--- src/rtl/fadder_bist_pkg.sv ---
// Shared types and helpers for the fadder BIST sequencer and its checker.
package fadder_bist_pkg;

    typedef enum logic [1:0] {
        IDLE   = 2'd0,
        SETTLE = 2'd1,
        CHECK  = 2'd2,
        DONE   = 2'd3
    } state_e;

    localparam logic [2:0] VEC_LAST = 3'd7;

    // Expected {C,S} of a full adder for the vector {a,b,c}.
    function automatic logic [1:0] fa_expect(input logic [2:0] vec);
        return {1'b0, vec[2]} + {1'b0, vec[1]} + {1'b0, vec[0]};
    endfunction

endpackage

--- src/rtl/fadder_bist_check.sv ---
// Response comparator with saturating mismatch counter and first-failure capture.
module fadder_bist_check
    import fadder_bist_pkg::*;
#(
    parameter int ERR_W = 4
) (
    input  logic             clk_i,
    input  logic             rst_ni,
    input  logic             clear_i,
    input  logic             sample_i,
    input  logic [2:0]       vec_i,
    input  logic             s_i,
    input  logic             c_i,
    output logic [ERR_W-1:0] err_count_o,
    output logic             fail_valid_o,
    output logic [2:0]       fail_vec_o
);

    logic             mismatch;
    logic [ERR_W-1:0] err_q, err_d;
    logic             fv_q, fv_d;
    logic [2:0]       fvec_q, fvec_d;

    always_comb begin
        mismatch = sample_i && ({c_i, s_i} != fa_expect(vec_i));
        err_d    = err_q;
        fv_d     = fv_q;
        fvec_d   = fvec_q;
        if (clear_i) begin
            err_d  = '0;
            fv_d   = 1'b0;
            fvec_d = '0;
        end else if (mismatch) begin
            if (err_q != '1) begin
                err_d = err_q + 1'b1;
            end
            // Only the first mismatch of a run is recorded.
            if (!fv_q) begin
                fv_d   = 1'b1;
                fvec_d = vec_i;
            end
        end
    end

    always_ff @(posedge clk_i) begin
        if (!rst_ni) begin
            err_q  <= '0;
            fv_q   <= 1'b0;
            fvec_q <= '0;
        end else begin
            err_q  <= err_d;
            fv_q   <= fv_d;
            fvec_q <= fvec_d;
        end
    end

    assign err_count_o  = err_q;
    assign fail_valid_o = fv_q;
    assign fail_vec_o   = fvec_q;

endmodule

--- src/rtl/fadder_bist.sv ---
// BIST sequencer: sweeps all 3-bit vectors into a full adder and grades the response.
module fadder_bist
    import fadder_bist_pkg::*;
#(
    parameter int SETTLE_CYCLES = 1,
    parameter int PASSES        = 1,
    parameter int ERR_W         = 4
) (
    input  logic             clk,
    input  logic             rst_n,
    input  logic             start,
    output logic             a,
    output logic             b,
    output logic             c,
    input  logic             s_in,
    input  logic             c_in,
    output logic             busy,
    output logic             done,
    output logic             pass,
    output logic [ERR_W-1:0] err_count,
    output logic             fail_valid,
    output logic [2:0]       fail_vec
);

    localparam int SET_W = (SETTLE_CYCLES > 1) ? $clog2(SETTLE_CYCLES) : 1;
    localparam int SWP_W = (PASSES > 1) ? $clog2(PASSES) : 1;
    localparam logic [SET_W-1:0] SETTLE_LOAD = SET_W'(SETTLE_CYCLES - 1);
    localparam logic [SWP_W-1:0] SWEEP_LAST  = SWP_W'(PASSES - 1);

    state_e           state_q;
    logic [2:0]       vec_q;
    logic [SWP_W-1:0] sweep_q;
    logic [SET_W-1:0] settle_q;
    logic             busy_q, done_q, pass_q;
    logic             clear, sample;

    assign clear  = (state_q == IDLE) && start;
    assign sample = (state_q == CHECK);

    always_ff @(posedge clk) begin
        if (!rst_n) begin
            state_q  <= IDLE;
            vec_q    <= '0;
            sweep_q  <= '0;
            settle_q <= '0;
            busy_q   <= 1'b0;
            done_q   <= 1'b0;
            pass_q   <= 1'b0;
        end else begin
            done_q <= 1'b0;
            case (state_q)
                IDLE: begin
                    vec_q  <= '0;
                    busy_q <= 1'b0;
                    if (start) begin
                        pass_q   <= 1'b0;
                        sweep_q  <= '0;
                        settle_q <= SETTLE_LOAD;
                        busy_q   <= 1'b1;
                        state_q  <= SETTLE;
                    end
                end
                SETTLE: begin
                    if (settle_q == '0) begin
                        state_q <= CHECK;
                    end else begin
                        settle_q <= settle_q - 1'b1;
                    end
                end
                CHECK: begin
                    if (vec_q == VEC_LAST && sweep_q == SWEEP_LAST) begin
                        state_q <= DONE;
                    end else begin
                        vec_q    <= vec_q + 1'b1;
                        settle_q <= SETTLE_LOAD;
                        state_q  <= SETTLE;
                        if (vec_q == VEC_LAST) begin
                            sweep_q <= sweep_q + 1'b1;
                        end
                    end
                end
                DONE: begin
                    done_q  <= 1'b1;
                    busy_q  <= 1'b0;
                    pass_q  <= (err_count == '0) && !fail_valid;
                    vec_q   <= '0;
                    state_q <= IDLE;
                end
                default: state_q <= IDLE;
            endcase
        end
    end

    fadder_bist_check #(
        .ERR_W(ERR_W)
    ) u_check (
        .clk_i       (clk),
        .rst_ni      (rst_n),
        .clear_i     (clear),
        .sample_i    (sample),
        .vec_i       (vec_q),
        .s_i         (s_in),
        .c_i         (c_in),
        .err_count_o (err_count),
        .fail_valid_o(fail_valid),
        .fail_vec_o  (fail_vec)
    );

    assign {a, b, c} = vec_q;
    assign busy      = busy_q;
    assign done      = done_q;
    assign pass      = pass_q;

endmodule

--- config.mk ---
export PLATFORM = sky130hd
export DESIGN_NAME = fadder_bist
export DESIGN_NICKNAME = d
export VERILOG_FILES = /design/src/rtl/fadder_bist_pkg.sv /design/src/rtl/fadder_bist_check.sv /design/src/rtl/fadder_bist.sv
export SDC_FILE = /design/constraint.sdc
export NUM_CORES = 1
export LEC_CHECK = 0
export ABC_CLOCK_PERIOD_IN_PS = 2500
export CORE_ASPECT_RATIO = 1.4
export CORE_MARGIN = 8
export CORE_UTILIZATION = 30
export CTS_BUF_LIST = sky130_fd_sc_hd__clkbuf_16
export DETAILED_ROUTE_END_ITERATION = 10
export HOLD_SLACK_MARGIN = 0.06
export PLACE_DENSITY_LB_ADDON = 0.08
export SETUP_SLACK_MARGIN = 0.05
export SYNTH_ARGS = -nofsm -noshare
export SYNTH_HDL_FRONTEND = slang
export SYNTH_HIERARCHICAL = 1
export SYNTH_SLANG_ARGS = --single-unit
--- constraint.sdc ---
create_clock -name clk -period 2.5 [get_ports clk]
set_input_delay 0.5 -clock clk [delete_from_list [all_inputs] [get_ports clk]]
set_output_delay 0.5 -clock clk [all_outputs]
set_load 0.02 [all_outputs]
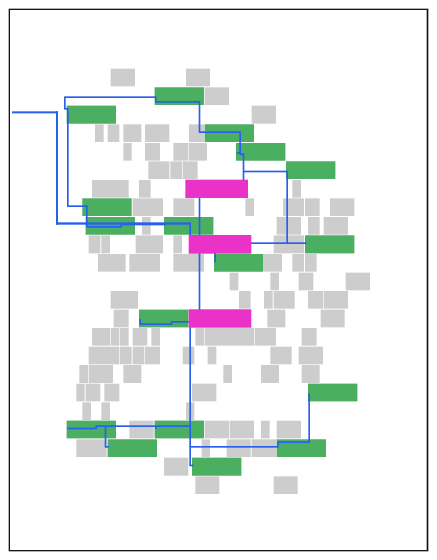
(run_1/clock_wires.png)
Blue marks clock wires, length 262 um. Green marks flip-flops, count 17. Magenta marks clock-net drivers, count 3.
There are 4 routed clock nets.

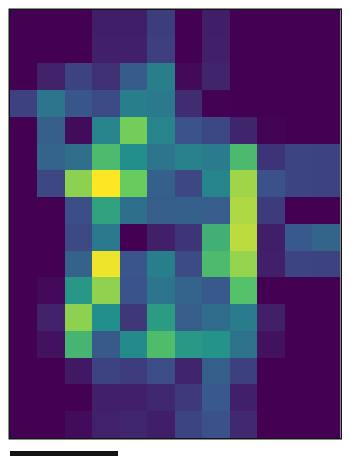
(run_1/route_heat.png)
The bar under the picture is 20 um long. 12 x 16 tiles, from dark purple (low) to yellow (high), scaled to the fullest tile. Values are wire area over tile area, all layers added.
The fullest tile reaches 0.29. The densest ninth of the die: middle. 35% of the tiles are nearly empty.

==> results_dict.tcl, run 1 <==
# collected from the flow reports
set metrics [dict create \
    grt_pass1_vias 692 \
    port_buffers 18 \
    grt_remaining_overflow 0 \
    sh_seq_area_pct 29.1 \
    sw_frac_of_total_pct 27.8 \
    top_cells_by_count "dfxtp_1 (17), inv_1 (8), nand2_1 (8)" \
    numCtsBuffers 3 \
    final_util_pct 42.0 \
    logic_family "simple AND/OR/NAND/NOR gates" \
    period_minus_slack_ns 2.12 \
    synth_top_flop_cell "dfxtp_1" \
    drc 0 \
    met1Wirelength_um 795 \
    cts_setup_buffers 0 \
    wl_met2_um 1020 \
    die_w_um 61.2 \
    place_congestion 0.739 \
    pg_clk_uw 319 \
    clkTransAtPathRegs_ns 0.05 \
    total_leakage_power_nw 0.433 \
    drive_above_1_share_pct 8.70 \
    dominant_cells "multi-input combinational cells" \
    taps 37 \
    cts.sinks 17 \
    finalWorstSetupSlack_ns 0.380 \
    core_region_area_mm2 0.00279 \
    ys_sh_xor_pct 3.06 \
    netlist.top_cell.by_area "dfxtp_1" \
    status "completed" \
    rows 23 \
    relSlewSlack_pct 75.1 \
    worst_setup_path_start_kind "flip-flop" \
    largestPowerGroup "the clock network" \
    async_reset_ff_share_pct 0 \
    first_pass_iters 4 \
    use_met3_pct 1.94 \
    n_all_buffers 20 \
    io_pins 19 \
    grt_pass1_wl_um 3080 \
    top_area_share_pct 39.7 \
]
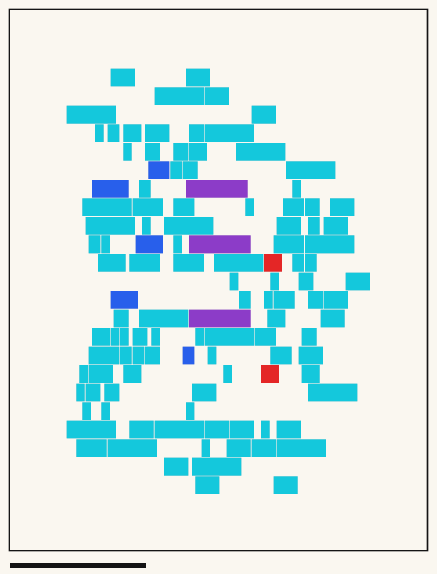
(run_1/sizing.png)
The bar under the picture is 20 um long.
Red marks x3 and x4, cells 2. Purple marks x6 and larger, cells 3. Blue marks x2, cells 5. Cyan marks x1 and smaller, cells 105.

[run 1: worst paths after layout]
check,slack [ns],startpoint,endpoint
worst max-delay path,0.38,vec_q[0],u_check/err_count_o[3]
worst min-delay path,0.45,sweep_q,sweep_q
worst max register to register,0.38,vec_q[0],u_check/err_count_o[3]
worst min register to register,0.45,sweep_q,sweep_q
[run 1: flip-flops by register name, indices dropped and copies added (netlist names)]
name,count
u_check/fail_vec_o,3
busy,1
done,1
u_check/fail_valid_o,1
pass,1
vec_q,3
sweep_q,1
state_q,2
u_check/err_count_o,4
[run 1: worst max-delay path, stage by stage, from the launching register on]
cell and delay, ns:
dfxtp_1 0.43, inv_1 0.09, fa_1 0.49, xor2_1 0.19, a211o_1 0.36, or3_1 0.36
a21oi_1 0.14
==> run_1/placed.png <==
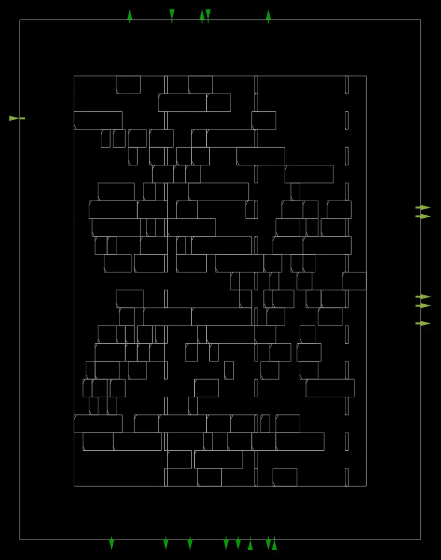

## Run 2: what changed since run 1
- ABC_CLOCK_PERIOD_IN_PS: 2500 -> 1900
- clock period: 2.5 -> 1.9 ns (I/O delays scaled with it)
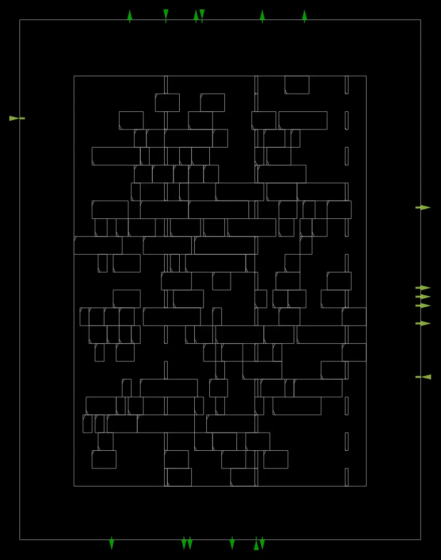
(run_2/placed.png)
std cell rows: 23
core area: 0.00279 mm2

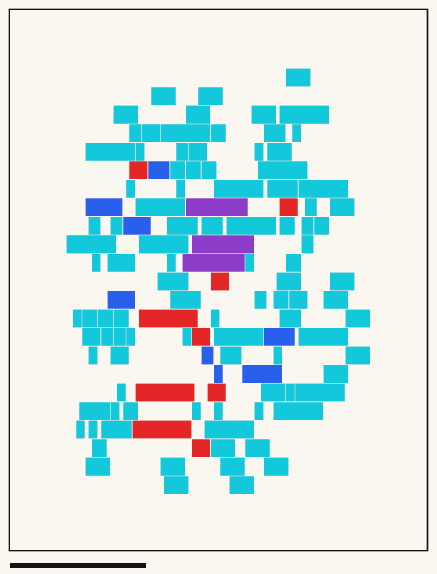
(run_2/sizing.png)
The bar under the picture is 20 um long.
Purple marks x6 and larger, cells 3. Blue marks x2, cells 8. Cyan marks x1 and smaller, cells 99. Red marks x3 and x4, cells 9.

==> run 2 against run 1 <==
Against the previous run: utilization rose by 1.9 points; total power is 33% higher; critical path type unchanged; count of clock-buffer cells in the layout unchanged; synthesized cell count did not move; maximum frequency up 14%; critical endpoint is now u_check/fail_vec_o[1]; die size unchanged; cell count grew 2.6%.
==> results_dict.tcl, run 2 <==
# collected from the flow reports
set metrics [dict create \
    total_leakage_power_nw 0.460 \
    holdWs_ns 0.446 \
    sw_frac_of_total_pct 28.1 \
    hp-class "reg -> reg" \
    grt_pass1_wl_um 3170 \
    comb_power_share_pct 25.6 \
    worst_setup_path_start_kind "flip-flop" \
    wl_per_cell_um 12.4 \
    lay_top_cells "clkdlybuf4s50_1 (18), dfxtp_1 (14), nand2_1 (8)" \
    netlist.top_cell.by_area "dfxtp_1" \
    finalNonFillerCells 156 \
    synthToLayoutAreaGrowth_pct 42.7 \
    drc 0 \
    period_minus_slack_ns 1.86 \
    grt_pass1_vias 675 \
    top_area_share_pct 39.7 \
    relSlewSlack_pct 75.3 \
    die_w_um 61.2 \
    final_util_pct 43.9 \
    port_buffers 18 \
    largest_reg_flops 4 \
    finalWorstSetupSlack_ns 0.0427 \
    synthCells 93 \
    logic_family "simple AND/OR/NAND/NOR gates" \
    worst_path_largest_cell_delay_ns 0.51 \
    first_pass_iters 4 \
    grt_remaining_overflow 0 \
    cts_setup_buffers 0 \
    async_reset_ff_share_pct 0 \
    synth_seq_share_pct 39.7 \
    io_pins 19 \
    n_antenna_cell 0 \
    power.density_mw_per_mm2 898 \
    post_drt_via_cell_ratio 4.61 \
    largestPowerGroup "the clock network" \
    worstPathCellList "inv_2 -> fa_1 -> xor2_2 -> a211oi_2 -> mux2i_1 -> nor2_1" \
    pg_clk_uw 415 \
    place_congestion 0.676 \
    synthTopCellsByArea "dfxtp_1 (40%), ha_1 (8.7%), mux2i_1 (4.7%)" \
    clkTransAtPathRegs_ns 0.05 \
    status "completed" \
    cp-end-kind "flip-flop" \
    worstPathRequired_ns 2.02 \
    drive_above_1_share_pct 16.8 \
    cts.sinks 17 \
    synthDistinctLibCells 34 \
    ys_sh_xor_pct 3.06 \
    peakVddDrop_uv 765 \
    top_cells_by_count "dfxtp_1 (17), inv_1 (8), nand2_1 (8)" \
    power_mw 1.10 \
    cp_num_buf_inv 1 \
    cpLargestDelayFamily "adder cells" \
    pg_seq_uw 402 \
    critPathSlowestCell "fa_1" \
    synth_top_flop_cell "dfxtp_1" \
    numCtsBuffers 3 \
]
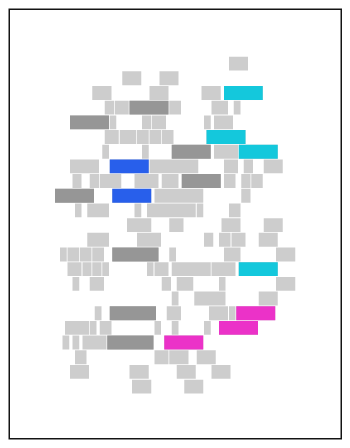
(run_2/ff_map.png)
Other sequential cells in the stronger grey, the rest of the logic in the fainter grey.
Blue marks state_q, flops 2. Magenta marks u_check/fail_vec_o, flops 3. Cyan marks u_check/err_count_o, flops 4.

run 2: final cells by class:
class / instances / area share, %
clock buffer: 3 / 6.13
clock inverter: 1 / 0.409
inverter: 8 / 2.45
multi-input combinational: 66 / 40.1
sequential: 17 / 28.7
tap: 37 / 3.78
timing repair buffer: 24 / 18.4
run 2: routing by layer:
layer	global-route usage (%)	routed length, um
met5	0	0
met4	3.51	19
met3	2.10	74
met2	13.9	1010
met1	10.2	829
run 2: final timing paths:
kind / from / to / slack (ns) / depth (start not counted)
setup / recovery: vec_q[2] / u_check/fail_vec_o[1] / 0.04 / 6
hold reg to reg: sweep_q / sweep_q / 0.45 / 2
setup reg to reg: vec_q[2] / u_check/fail_vec_o[1] / 0.04 / 6
hold / removal: sweep_q / sweep_q / 0.45 / 2
==> run_2/clock_wires.png <==
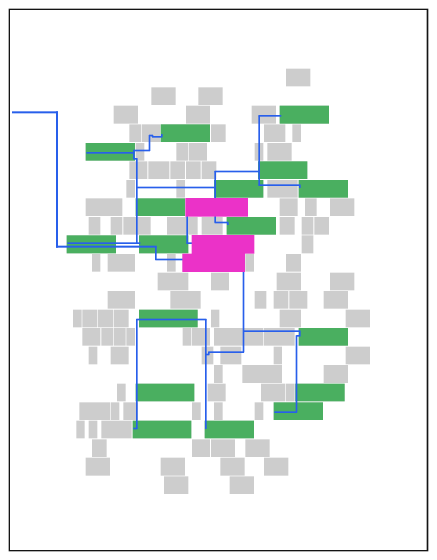

## Run 3: what changed since run 2
- CAP_MARGIN: not set -> 20
- CORE_ASPECT_RATIO: 1.4 -> not set
- GPL_ROUTABILITY_DRIVEN: not set -> 0
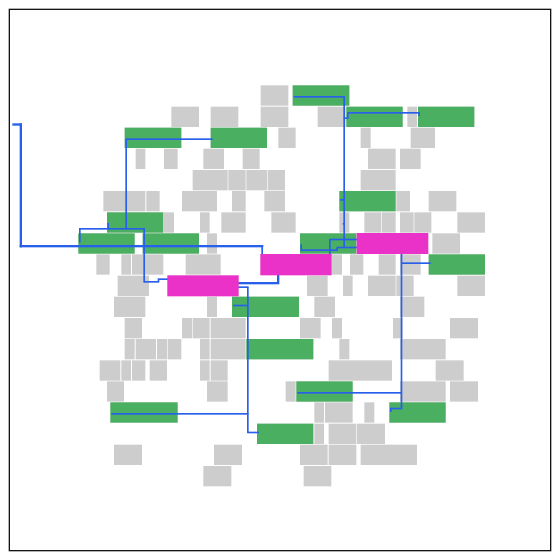
(run_3/clock_wires.png)
Magenta marks clock-net drivers, count 3. Blue marks clock wires, length 261 um. Green marks flip-flops, count 17.
There are 4 routed clock nets.

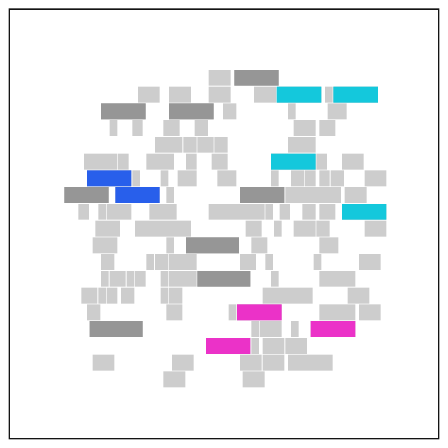
(run_3/ff_map.png)
Other sequential cells in the stronger grey, the rest of the logic in the fainter grey.
Blue marks state_q, flops 2. Cyan marks u_check/err_count_o, flops 4, where top right. Magenta marks u_check/fail_vec_o, flops 3.
Another 8 sequential cells are not coloured.

==> run 3 against run 2 <==
Against the previous run: die size shrank 0.50%; synthesized cell count is the same; count of clock-buffer cells in the layout is the same; critical endpoint is now u_check/err_count_o[3]; first-iteration DRC count grew to 4.0 times the previous value; combinational power is essentially flat; flip-flop count is the same; largest power group unchanged; clock skew grew 0.00081 ns; critical path type unchanged; register-to-register slack lost 0.02 ns; cell count shrank 3.8%; clock power is essentially flat.
==> results_dict.tcl, run 3 <==
# collected from the flow reports
set metrics [dict create \
    status "completed" \
    wl_met2_um 901 \
    startpoint "vec_q[2]" \
    synthTopCellsByArea "dfxtp_1 (40%), ha_1 (8.7%), mux2i_1 (4.7%)" \
    busiest_layer "met2" \
    cts_setup_buffers 0 \
    comb_power_share_pct 25.9 \
    pg_clk_uw 413 \
    synthToLayoutAreaGrowth_pct 43.7 \
    total_leakage_power_nw 0.464 \
    r2r_end "u_check/err_count_o[3]" \
    synthCells 93 \
    hold_end "sweep_q" \
    logic_family "simple AND/OR/NAND/NOR gates" \
    r2r_slack_ns 0.02 \
    ys_sh_xor_pct 3.06 \
    r2r-start "vec_q[2]" \
    drive_above_1_share_pct 17.6 \
    wl_met3_um 107 \
    top_cells_by_count "dfxtp_1 (17), inv_1 (8), nand2_1 (8)" \
    drc 0 \
    top_layer "met4" \
    met1Wirelength_um 967 \
    hp-class "reg -> reg" \
    synthDistinctLibCells 34 \
    grt_remaining_overflow 0 \
    cpLargestDelayFamily "adder cells" \
    port_buffers 18 \
    reg2reg_depth 6 \
    finalWorstSetupSlack_ns 0.0241 \
    io_pins 19 \
    rows 19 \
    wl_per_cell_um 13.3 \
    path_depth 6 \
    largestPowerGroup "the clock network" \
    post_drt_via_cell_ratio 4.89 \
    netlist.top_cell.by_area "dfxtp_1" \
    final_util_pct 45.1 \
    cts.sinks 17 \
    first_pass_iters 4 \
    die_w_um 69.5 \
    min_path_cells 2 \
    finalNonFillerCells 150 \
]
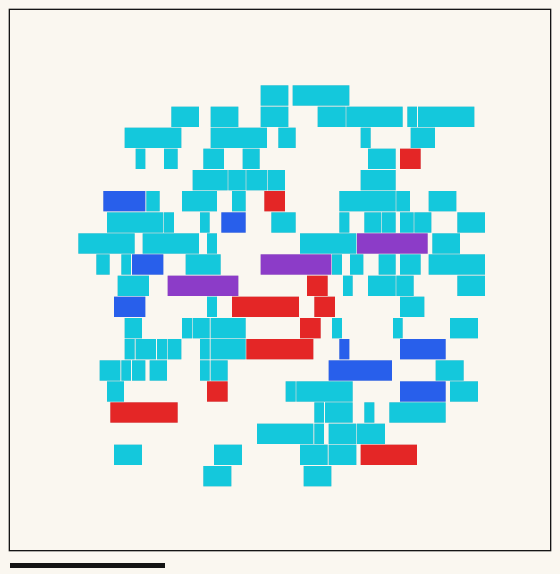
(run_3/sizing.png)
The bar under the picture is 20 um long.
Cyan marks x1 and smaller, cells 98. Blue marks x2, cells 8. Red marks x3 and x4, cells 10. Purple marks x6 and larger, cells 3.

## run 3: cell counts after synthesis
Identical to the previous run, type by type.
## run 3: timing repair
item | in CTS | in global routing
hold buffers | 0 | 0
gates resized | 0 | 3
endpoints found under the setup margin | 1 | 6
pin swaps | 0 | 1
## run 3: layout make-up
| class | count | area, um2 | area share, % |
|---|---|---|---|
| repair buffers | 24 | 225 | 18.3 |
| well taps | 31 | 38.8 | 3.14 |
| clock buffers | 3 | 75.1 | 6.09 |
| inverters | 8 | 30.0 | 2.43 |
| multi-input cells | 66 | 509 | 41.3 |
| clock inverters | 1 | 3.75 | 0.304 |
| flip-flops and latches | 17 | 352 | 28.5 |
No activity file was given, so power comes from the tool's default toggle rates.
